$ cat src/rtl/tag_ctrl_if.sv
// Request/response and tag-array bus of the two-way tag controller.
// The slave modport is the controller; the master is the core plus tag SRAM.
interface tag_ctrl_if #(
    parameter int unsigned TAG_W = 22,
    parameter int unsigned IDX_W = 5,
    parameter int unsigned OFF_W = 5
);
    logic                         req_valid;
    logic                         req_ready;
    logic [TAG_W+IDX_W+OFF_W-1:0] req_addr;
    logic                         inv_all;
    logic                         resp_valid;
    logic                         resp_hit;
    logic                         resp_way;
    logic                         fill_done;
    logic                         ta_cs;
    logic                         ta_oe;
    logic                         ta_web0;
    logic                         ta_web1;
    logic [IDX_W-1:0]             ta_a;
    logic [TAG_W-1:0]             ta_di;
    logic [TAG_W-1:0]             ta_do0;
    logic [TAG_W-1:0]             ta_do1;

    modport master (
        output req_valid, req_addr, inv_all, fill_done, ta_do0, ta_do1,
        input  req_ready, resp_valid, resp_hit, resp_way,
        input  ta_cs, ta_oe, ta_web0, ta_web1, ta_a, ta_di
    );

    modport slave (
        input  req_valid, req_addr, inv_all, fill_done, ta_do0, ta_do1,
        output req_ready, resp_valid, resp_hit, resp_way,
        output ta_cs, ta_oe, ta_web0, ta_web1, ta_a, ta_di
    );
endinterface

$ cat src/rtl/tag_ctrl.sv
// Two-way set-associative tag controller: lookup against an external tag SRAM,
// LRU victim selection on miss, and tag write-back once the line refill completes.
module tag_ctrl #(
    parameter int unsigned TAG_W = 22,
    parameter int unsigned IDX_W = 5,
    parameter int unsigned OFF_W = 5
) (
    input logic        clk,
    input logic        rstn,
    tag_ctrl_if.slave  bus
);
    localparam int unsigned NSETS = 1 << IDX_W;

    typedef enum logic [1:0] {StIdle, StLookup, StMissWait, StFill} state_e;

    state_e             state_q, state_d;
    logic [TAG_W-1:0]   tag_q;
    logic [IDX_W-1:0]   idx_q;
    logic               victim_q;
    logic [NSETS-1:0]   valid0_q, valid1_q, lru_q;

    logic               accept;
    logic               hit0, hit1, hit;
    logic               victim;
    logic               unused_off;

    assign unused_off = ^bus.req_addr[OFF_W-1:0];

    // Gating on rstn keeps the tag array quiet while reset is held.
    assign accept = rstn && (state_q == StIdle) && bus.req_valid && !bus.inv_all;

    assign hit0   = valid0_q[idx_q] && (bus.ta_do0 == tag_q);
    assign hit1   = valid1_q[idx_q] && (bus.ta_do1 == tag_q);
    assign hit    = hit0 || hit1;
    assign victim = !valid0_q[idx_q] ? 1'b0 :
                    !valid1_q[idx_q] ? 1'b1 : lru_q[idx_q];

    always_ff @(posedge clk or negedge rstn) begin
        if (!rstn) begin
            state_q <= StIdle;
        end else begin
            state_q <= state_d;
        end
    end

    always_comb begin
        state_d = state_q;
        unique case (state_q)
            StIdle:     if (accept) state_d = StLookup;
            StLookup:   state_d = hit ? StIdle : StMissWait;
            StMissWait: if (bus.fill_done) state_d = StFill;
            StFill:     state_d = StIdle;
        endcase
    end

    always_ff @(posedge clk or negedge rstn) begin
        if (!rstn) begin
            tag_q    <= '0;
            idx_q    <= '0;
            victim_q <= 1'b0;
            valid0_q <= '0;
            valid1_q <= '0;
            lru_q    <= '0;
        end else begin
            if (accept) begin
                tag_q <= bus.req_addr[OFF_W+IDX_W +: TAG_W];
                idx_q <= bus.req_addr[OFF_W +: IDX_W];
            end
            if (state_q == StIdle && bus.inv_all) begin
                valid0_q <= '0;
                valid1_q <= '0;
                lru_q    <= '0;
            end else if (state_q == StLookup) begin
                if (hit) begin
                    lru_q[idx_q] <= hit0 ? 1'b1 : 1'b0;
                end else begin
                    victim_q <= victim;
                end
            end else if (state_q == StFill) begin
                if (victim_q) valid1_q[idx_q] <= 1'b1;
                else          valid0_q[idx_q] <= 1'b1;
                lru_q[idx_q] <= ~victim_q;
            end
        end
    end

    always_comb begin
        bus.req_ready  = 1'b0;
        bus.resp_valid = 1'b0;
        bus.resp_hit   = 1'b0;
        bus.resp_way   = 1'b0;
        bus.ta_cs      = 1'b0;
        bus.ta_oe      = 1'b0;
        bus.ta_web0    = 1'b1;
        bus.ta_web1    = 1'b1;
        bus.ta_a       = '0;
        bus.ta_di      = '0;
        unique case (state_q)
            StIdle: begin
                bus.req_ready = rstn && !bus.inv_all;
                if (accept) begin
                    bus.ta_cs = 1'b1;
                    bus.ta_oe = 1'b1;
                    bus.ta_a  = bus.req_addr[OFF_W +: IDX_W];
                end
            end
            StLookup: begin
                bus.resp_valid = 1'b1;
                bus.resp_hit   = hit;
                bus.resp_way   = hit ? !hit0 : victim;
            end
            StMissWait: ;
            StFill: begin
                bus.ta_cs   = 1'b1;
                bus.ta_web0 = victim_q;
                bus.ta_web1 = !victim_q;
                bus.ta_a    = idx_q;
                bus.ta_di   = tag_q;
            end
        endcase
    end
endmodule

$ cat src/flat_wrapper.sv
// flat-port wrapper written by rule: the top's interface ports become plain ports
module tag_ctrl_flat 
#(
    parameter int unsigned TAG_W = 22,
    parameter int unsigned IDX_W = 5,
    parameter int unsigned OFF_W = 5
)
  (clk, rstn, bus_req_valid, bus_req_addr, bus_inv_all, bus_fill_done, bus_ta_do0, bus_ta_do1, bus_req_ready, bus_resp_valid, bus_resp_hit, bus_resp_way, bus_ta_cs, bus_ta_oe, bus_ta_web0, bus_ta_web1, bus_ta_a, bus_ta_di);
  tag_ctrl_if #(.TAG_W(TAG_W), .IDX_W(IDX_W), .OFF_W(OFF_W)) bus_i ();
  input logic clk;
  input logic rstn;
  input wire logic [$bits(bus_i.req_valid)-1:0] bus_req_valid;
  input wire logic [$bits(bus_i.req_addr)-1:0] bus_req_addr;
  input wire logic [$bits(bus_i.inv_all)-1:0] bus_inv_all;
  input wire logic [$bits(bus_i.fill_done)-1:0] bus_fill_done;
  input wire logic [$bits(bus_i.ta_do0)-1:0] bus_ta_do0;
  input wire logic [$bits(bus_i.ta_do1)-1:0] bus_ta_do1;
  output wire logic [$bits(bus_i.req_ready)-1:0] bus_req_ready;
  output wire logic [$bits(bus_i.resp_valid)-1:0] bus_resp_valid;
  output wire logic [$bits(bus_i.resp_hit)-1:0] bus_resp_hit;
  output wire logic [$bits(bus_i.resp_way)-1:0] bus_resp_way;
  output wire logic [$bits(bus_i.ta_cs)-1:0] bus_ta_cs;
  output wire logic [$bits(bus_i.ta_oe)-1:0] bus_ta_oe;
  output wire logic [$bits(bus_i.ta_web0)-1:0] bus_ta_web0;
  output wire logic [$bits(bus_i.ta_web1)-1:0] bus_ta_web1;
  output wire logic [$bits(bus_i.ta_a)-1:0] bus_ta_a;
  output wire logic [$bits(bus_i.ta_di)-1:0] bus_ta_di;
  assign bus_i.req_valid = bus_req_valid;
  assign bus_i.req_addr = bus_req_addr;
  assign bus_i.inv_all = bus_inv_all;
  assign bus_i.fill_done = bus_fill_done;
  assign bus_i.ta_do0 = bus_ta_do0;
  assign bus_i.ta_do1 = bus_ta_do1;
  assign bus_req_ready = bus_i.req_ready;
  assign bus_resp_valid = bus_i.resp_valid;
  assign bus_resp_hit = bus_i.resp_hit;
  assign bus_resp_way = bus_i.resp_way;
  assign bus_ta_cs = bus_i.ta_cs;
  assign bus_ta_oe = bus_i.ta_oe;
  assign bus_ta_web0 = bus_i.ta_web0;
  assign bus_ta_web1 = bus_i.ta_web1;
  assign bus_ta_a = bus_i.ta_a;
  assign bus_ta_di = bus_i.ta_di;
  tag_ctrl #(.TAG_W(TAG_W), .IDX_W(IDX_W), .OFF_W(OFF_W)) u_core (.clk(clk), .rstn(rstn), .bus(bus_i));
endmodule
$ cat config.mk
export PLATFORM = sky130hd
export DESIGN_NAME = tag_ctrl_flat
export DESIGN_NICKNAME = d
export VERILOG_FILES = /design/src/rtl/tag_ctrl_if.sv /design/src/rtl/tag_ctrl.sv /design/src/flat_wrapper.sv
export SDC_FILE = /design/constraint.sdc
export NUM_CORES = 1
export LEC_CHECK = 0
export CORE_MARGIN = 8
export CORE_UTILIZATION = 50
export CTS_BUF_LIST = sky130_fd_sc_hd__clkbuf_8
export CTS_CLUSTER_SIZE = 24
export DETAILED_ROUTE_END_ITERATION = 16
export GPL_TIMING_DRIVEN = 0
export PLACE_DENSITY = 0.77
export SKIP_CTS_REPAIR_TIMING = 1
export SKIP_LAST_GASP = 1
export SLEW_MARGIN = 20
export SYNTH_ARGS = -nofsm -noshare
export SYNTH_HDL_FRONTEND = slang
export SYNTH_SLANG_ARGS = --single-unit
$ cat constraint.sdc
create_clock -name clk -period 2.7 [get_ports clk]
set_input_delay 0.27 -clock clk [delete_from_list [all_inputs] [get_ports clk]]
set_output_delay 0.27 -clock clk [all_outputs]
set_load 0.01 [all_outputs]
==> run_1/placement_by_type.png <==
Bar = 50 µm. Fill, decap, tap and diode cells in grey.
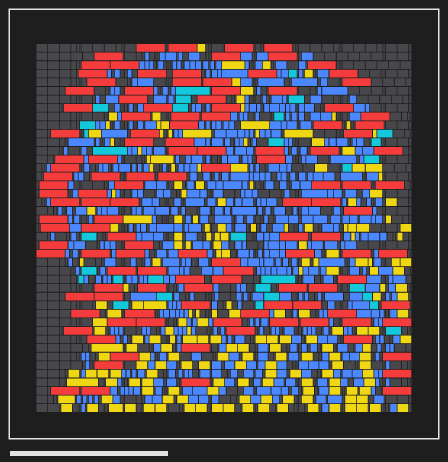
legend:
  yellow:
    class: remaining buffers and delay cells
    cells: 204
    share_of_their_area: 20%
  cyan:
    class: clock drivers and dummy loads
    cells: 31
    share_of_their_area: 4.4%
  red:
    class: sequential cells
    cells: 126
    share_of_their_area: 34%
  blue:
    class: combinational and other logic
    cells: 600
    share_of_their_area: 42%

==> run_1/layer_met4.png <==
Bar = 50 µm. Supply wires on this layer in grey. Cells faint in the background.
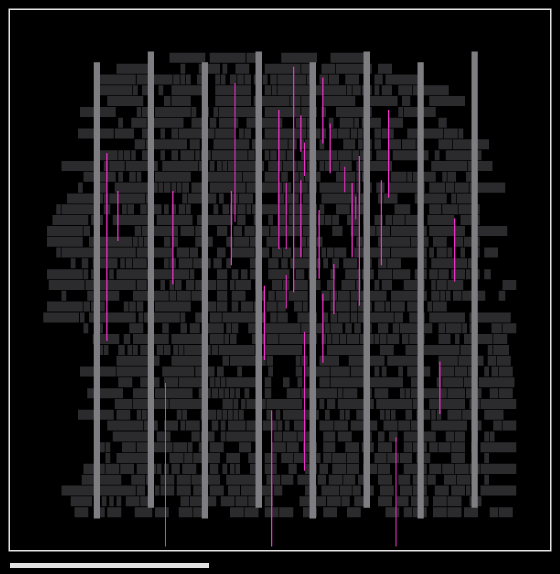
wire length on this layer: 656 µm
nets with wire on the layer: 26
main direction: vertical
share of all routed wire: 2.7%

==> run_1/cell_density.png <==
The die is cut into 14 by 14 equal tiles; white is low, dark blue is high, 0 to 100% covered.
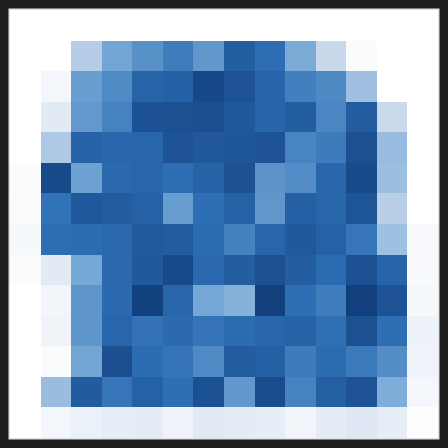
tiles over 75% full: 41%
mean over tiles: 50%
fullest tile: 94%

==> run_1/layer_met1.png <==
Supply wires on this layer in grey.
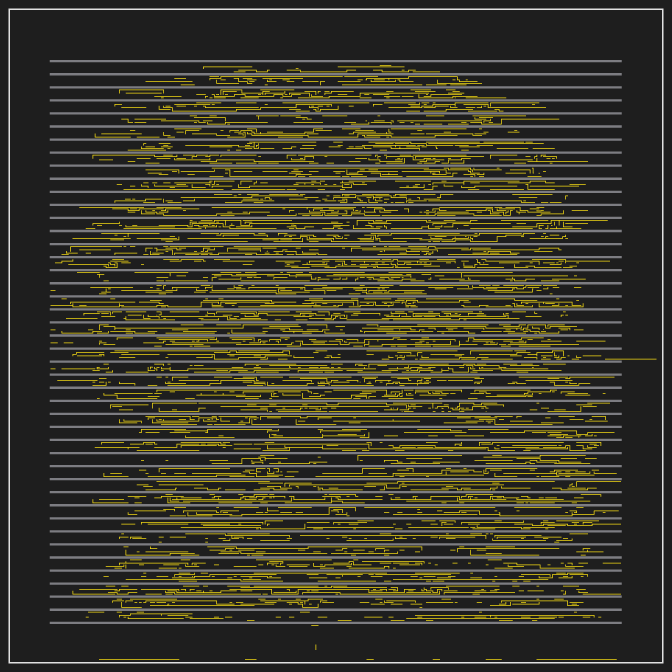
nets with wire on the layer: 963
main direction: horizontal
longest straight run: 45.1 µm
wire length on this layer: 10000 µm
share of all routed wire: 41%

==> reports/metrics.yaml, run 1 <==
final_layout:
  multi_input_comb_cells: 593
  final_net_count: 1035
  stdcell_area_um2: 9525
  nFlopsAndLatches: 126
  layout.cells.most_common: "sky130_fd_sc_hd__dfrtp_1"
  clock_area_frac: 0.04335
timing:
  finClkSkew_ns: 0.01294
  max_clock_freq_mhz: 336.3
  finalSetupViolations: 34
  setup-tns-final_ns: -2.494
  layout_worst_path_cycle_share: 1.101
  final.setup.worst_slack_ns: -0.2738
clock_tree:
  clkSinkCount: 126
logic_synthesis:
  total_number_of_yosys_warnings: 0
  most_common_flop_cell_mapped_by_yosys: "sky130_fd_sc_hd__dfrtp_1"
  yosys.area.top_type: "sky130_fd_sc_hd__dfrtp_1"
  register_area_share_after_synthesis: 0.4395
  syn-instance-count: 783
  top_cell: "sky130_fd_sc_hd__dfrtp_1"
  synth.net_count: 869
  ys_types: 58
  synthDominantCellAreaShare: 0.4395
  synth.yosys.num_cells: 783
drt:
  routed_wirelength_um: 24520
  routed_via_density: 6.072
  antenna_violating_nets_post_route: 0
  drtIter0Drc: 888
place:
  estimated_wirelength_of_the_detail_placed_design_um: 17330
worst_setup_path:
  timing_worst_setup_path_type: "flop to output pin"
  critical_path.max_fanout: 6
  critical-path-slowest-cell: "sky130_fd_sc_hd__mux4_2"
  timing.critical_path.mode_cell: "sky130_fd_sc_hd__buf_12"
global_routing:
  gr-max-usage-layer: "met2"
  use_met1: 0.3579
pwr:
  power_density_nw_per_um2: 1176
  ir_drop_uv: 530.8
status:
  violations: "negative setup slack"
  run_status: "complete, but fails checks"
job:
  number_of_maximum_capacitance_constraint_violations: 0
## run 1: layer usage
layer	vias to the layer above	wire length, µm	share of wire
met2	428	11270	0.46
met5	-	0	0
met1	3352	10010	0.41
met3	66	2581	0.11
met4	0	655	0.027
li1	3082	-	-
## run 1: state kept, by name, indices dropped and copies added, names as in the netlist, named ones only
signal,cells
u_core.idx_q,5
u_core.lru_q,32
u_core.state_q,1
u_core.tag_q,22
u_core.valid0_q,32
u_core.valid1_q,32
u_core.victim_q,1
## run 1: cells by family (layout without fill, tap and decap cells)
group | after synthesis | after routing | share of synthesized area
multiplexers | 42 | 42 | 0.07325
XOR/XNOR | 44 | 44 | 0.05371
adder cells (fa/ha/maj) | 5 | 5 | 0.008720
AND-OR/OR-AND | 166 | 166 | 0.1599
flip-flops | 126 | 126 | 0.4395
buffers and inverters | 65 | 242 | 0.04395
AND/OR/NAND/NOR | 335 | 336 | 0.2210
## run 1: power by group
| part | internal (W) | switching [W] |
|---|---|---|
| Clock | 0.000937 | 0.000810 |
| Sequential | 0.00262 | 0.000671 |
| Combinational | 0.00281 | 0.00335 |
| Total | 0.00636 | 0.00484 |
## run 1: final timing paths
path	cells past startpoint	slack, ns	startpoint	endpoint
worst min-delay path	3	0.34	bus_req_addr[27]	u_core.tag_q[17]
worst min register to register	2	0.50	u_core.valid0_q[25]	u_core.valid0_q[25]
worst max register to register	12	-0.11	u_core.idx_q[0]	u_core.lru_q[30]
min in group asynchronous	3	0.39	rstn	u_core.tag_q[20]
max in group asynchronous	3	1.94	rstn	u_core.lru_q[5]
worst max-delay path	10	-0.27	u_core.idx_q[0]	bus_resp_way
## Run 2: what changed since run 1
Settings changed: CORE_ASPECT_RATIO set to 1.75.
==> run 2 against run 1 <==
The run still ends with negative setup slack left. Critical path depth did not move. Synthesized cell count unchanged. Clock-buffer cell count fell by 1. Cell count fell by 0.44%. Critical endpoint unchanged. Largest power group unchanged.
==> reports/metrics.yaml, run 2 <==
status:
  run_status: "complete, but fails checks"  # unchanged
  violations: "negative setup slack"  # unchanged
final_layout:
  non_clock_inverter_count: 7  # unchanged
  num-nonclk-buffers: 200  # was 204
  final.fill_count: 1150  # was 1091
  multi_input_comb_cells: 592  # was 593
  areaGrowthSynthToFinish_pct: 32.63  # was 32.77%
  largestRegisters: "u_core.lru_q (32), u_core.valid0_q (32), u_core.valid1_q (32)"  # unchanged
  clock_area_frac: 0.04642  # was 0.04335
  nFlopsAndLatches: 126  # unchanged
  layout.cells.most_common: "sky130_fd_sc_hd__dfrtp_1"  # unchanged
  final_net_count: 1030  # was 1035
logic_synthesis:
  synth.cellmix.compoundShare: 0.1599  # unchanged
  simple_gate_area_frac: 0.2210  # unchanged
  most_common_flop_cell_mapped_by_yosys: "sky130_fd_sc_hd__dfrtp_1"  # unchanged
  synth.net_count: 869  # unchanged
  synth.yosys.num_cells: 783  # unchanged
  synthAdderAreaFrac: 0.008720  # unchanged
  numSynthFlops: 126  # unchanged
  synth.comb.largest_family: "simple AND/OR/NAND/NOR gates"  # unchanged
  edf_count: 0  # unchanged
  total_number_of_yosys_warnings: 0  # unchanged
  yosys.area.top_type: "sky130_fd_sc_hd__dfrtp_1"  # unchanged
  mux_area_frac: 0.07325  # unchanged
  register_area_share_after_synthesis: 0.4395  # unchanged
  synth.cellmix.xorXnorShare: 0.05371  # unchanged
  syn-instance-count: 783  # unchanged
  top_cell: "sky130_fd_sc_hd__dfrtp_1"  # unchanged
  ys_types: 58  # unchanged
  synthDominantCellAreaShare: 0.4395  # unchanged
timing:
  max_clock_freq_mhz: 321.9  # was 336.3 MHz
  finClkSkew_ns: 0.01172  # was 0.01294 ns
  layout_worst_path_cycle_share: 1.151  # was 1.101
  final_hold_viol_count: 0  # unchanged
  maxSlewViolCount: 0  # unchanged
  period_needed_ns: 3.107  # was 2.974 ns
  finalSetupViolations: 74  # was 34
  final.setup.worst_slack_ns: -0.4069  # was -0.2738 ns
  setup-tns-final_ns: -10.55  # was -2.494 ns
worst_hold_path:
  min_to: "u_core.tag_q[11]"  # was u_core.tag_q[17]
  hold_path_depth: 3  # unchanged
  hold_path.startpoint: "bus_req_addr[21]"  # was bus_req_addr[27]
global_routing:
  maximum_number_of_pins_on_one_net_before_global_route_repair: 74  # was 83
  wire_length_of_the_first_global_routing_pass_um: 40300  # was 36140 µm
  gr-max-usage-layer: "met2"  # unchanged
clock_tree:
  cts_max_level: 4  # unchanged
  clkSinkCount: 126  # unchanged
  cts_buffers: 17  # unchanged
drt:
  routed_via_density: 6.084  # was 6.072
  wire_per_inst_um: 23.49  # was 21.49 µm
  drtIter0Drc: 602  # was 888
  routed_wirelength_um: 26680  # was 24520 µm
  antenna_violating_nets_post_route: 0  # unchanged
worst_setup_path:
  r2r_cells: 13  # was 12
  startpoint: "u_core.idx_q[0]"  # unchanged
  critical_path_buf_inv_count: 4  # unchanged
  critical_path.endpoint_type: "output pin"  # unchanged
  crit_cells: 10  # unchanged
  worst_setup_endpoint: "bus_resp_way"  # unchanged
  timing.critical_path.mode_cell: "sky130_fd_sc_hd__buf_12"  # unchanged
  crit-reg2reg-launch: "u_core.idx_q[0]"  # unchanged
  critical-path-slowest-cell: "sky130_fd_sc_hd__mux4_2"  # unchanged
  timing_worst_setup_path_type: "flop to output pin"  # unchanged
  regToRegSetupSlack_ns: -0.22  # was -0.11 ns
  regToRegEndpoint: "u_core.lru_q[1]"  # was u_core.lru_q[30]
  critical_path.max_fanout: 8  # was 6
pwr:
  p_leak_nw: 4.219  # was 4.241 nW
  power_density_nw_per_um2: 1208  # was 1176 nW/µm²
  ir_drop_uv: 590.6  # was 530.8 µV
place:
  gp_routability_congestion: 0.9988  # was 1.028
  estimated_wirelength_of_the_detail_placed_design_um: 19630  # was 17330 µm
job:
  number_of_maximum_capacitance_constraint_violations: 0  # unchanged
  warning_count: 36  # unchanged
die:
  die.size.y_um: 174.5  # was 135.8 µm
  design.core.area_um2: 14220  # was 13930 µm²
[run 2: cell families after synthesis]
kind of cell,count (synthesis)
multiplexers,42
AND-OR/OR-AND,166
buffers and inverters,65
XOR/XNOR,44
flip-flops,126
adder cells (fa/ha/maj),5
AND/OR/NAND/NOR,335
[run 2: worst reg2reg max path, cell delays in order (launching register included)]
cell and delay (ns):
sky130_fd_sc_hd__dfrtp_1 0.40, sky130_fd_sc_hd__buf_12 0.15, sky130_fd_sc_hd__buf_16 0.15, sky130_fd_sc_hd__buf_12 0.16, sky130_fd_sc_hd__buf_6 0.12, sky130_fd_sc_hd__mux2i_4 0.18
sky130_fd_sc_hd__o22a_1 0.21, sky130_fd_sc_hd__a32o_2 0.28, sky130_fd_sc_hd__a311o_1 0.34, sky130_fd_sc_hd__buf_4 0.16, sky130_fd_sc_hd__a21boi_4 0.18, sky130_fd_sc_hd__buf_4 0.16
sky130_fd_sc_hd__buf_6 0.13, sky130_fd_sc_hd__a21bo_1 0.19
[run 2: report_power, final]
part	switching (W)	leakage, nW	internal (W)
clock	0.000860	0.216	0.00102
sequential	0.000732	1.58	0.00262
combinational	0.00349	2.43	0.00277
total	0.00508	4.22	0.00641
[run 2: stage by stage]
stage	cell area, µm²	hold slack, ns	worst slack, ns
4_1_cts	8971	-0.2137	-1.234
3_5_place_dp	8529	0.2685	-0.9726
3_3_place_gp	8501	0.4684	-4.920
2_1_floorplan	7174	-0.02559	0.3371
6_report	9515	0.3387	-0.4069
5_1_grt	9515	0.3467	-0.4850
[run 2: per-layer routing]
metal,up-vias,part of all wire
li1,3074,-
met3,114,0.090
met2,421,0.49
met5,-,0
met1,3302,0.34
met4,0,0.078
==> run_2/congestion.png <==
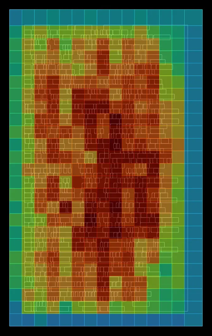
utilization of the core after routing: 0.6690
routing usage on met1: 0.3003

==> run_2/cell_density.png <==
The die is cut into 11 by 17 equal tiles; white is low, dark blue is high, 0 to 100% covered.
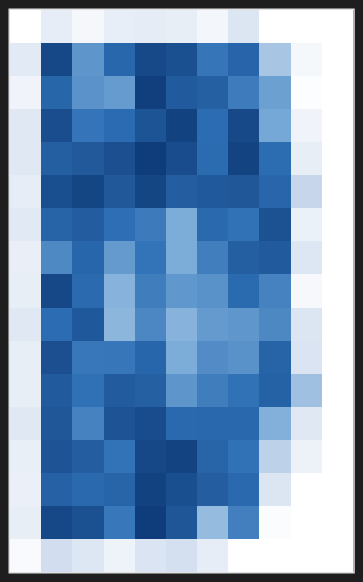
fullest tile: 95%
tiles over 75% full: 39%
nearly empty tiles: 14%
mean over tiles: 50%

Power is estimated from default activity; no workload was simulated.
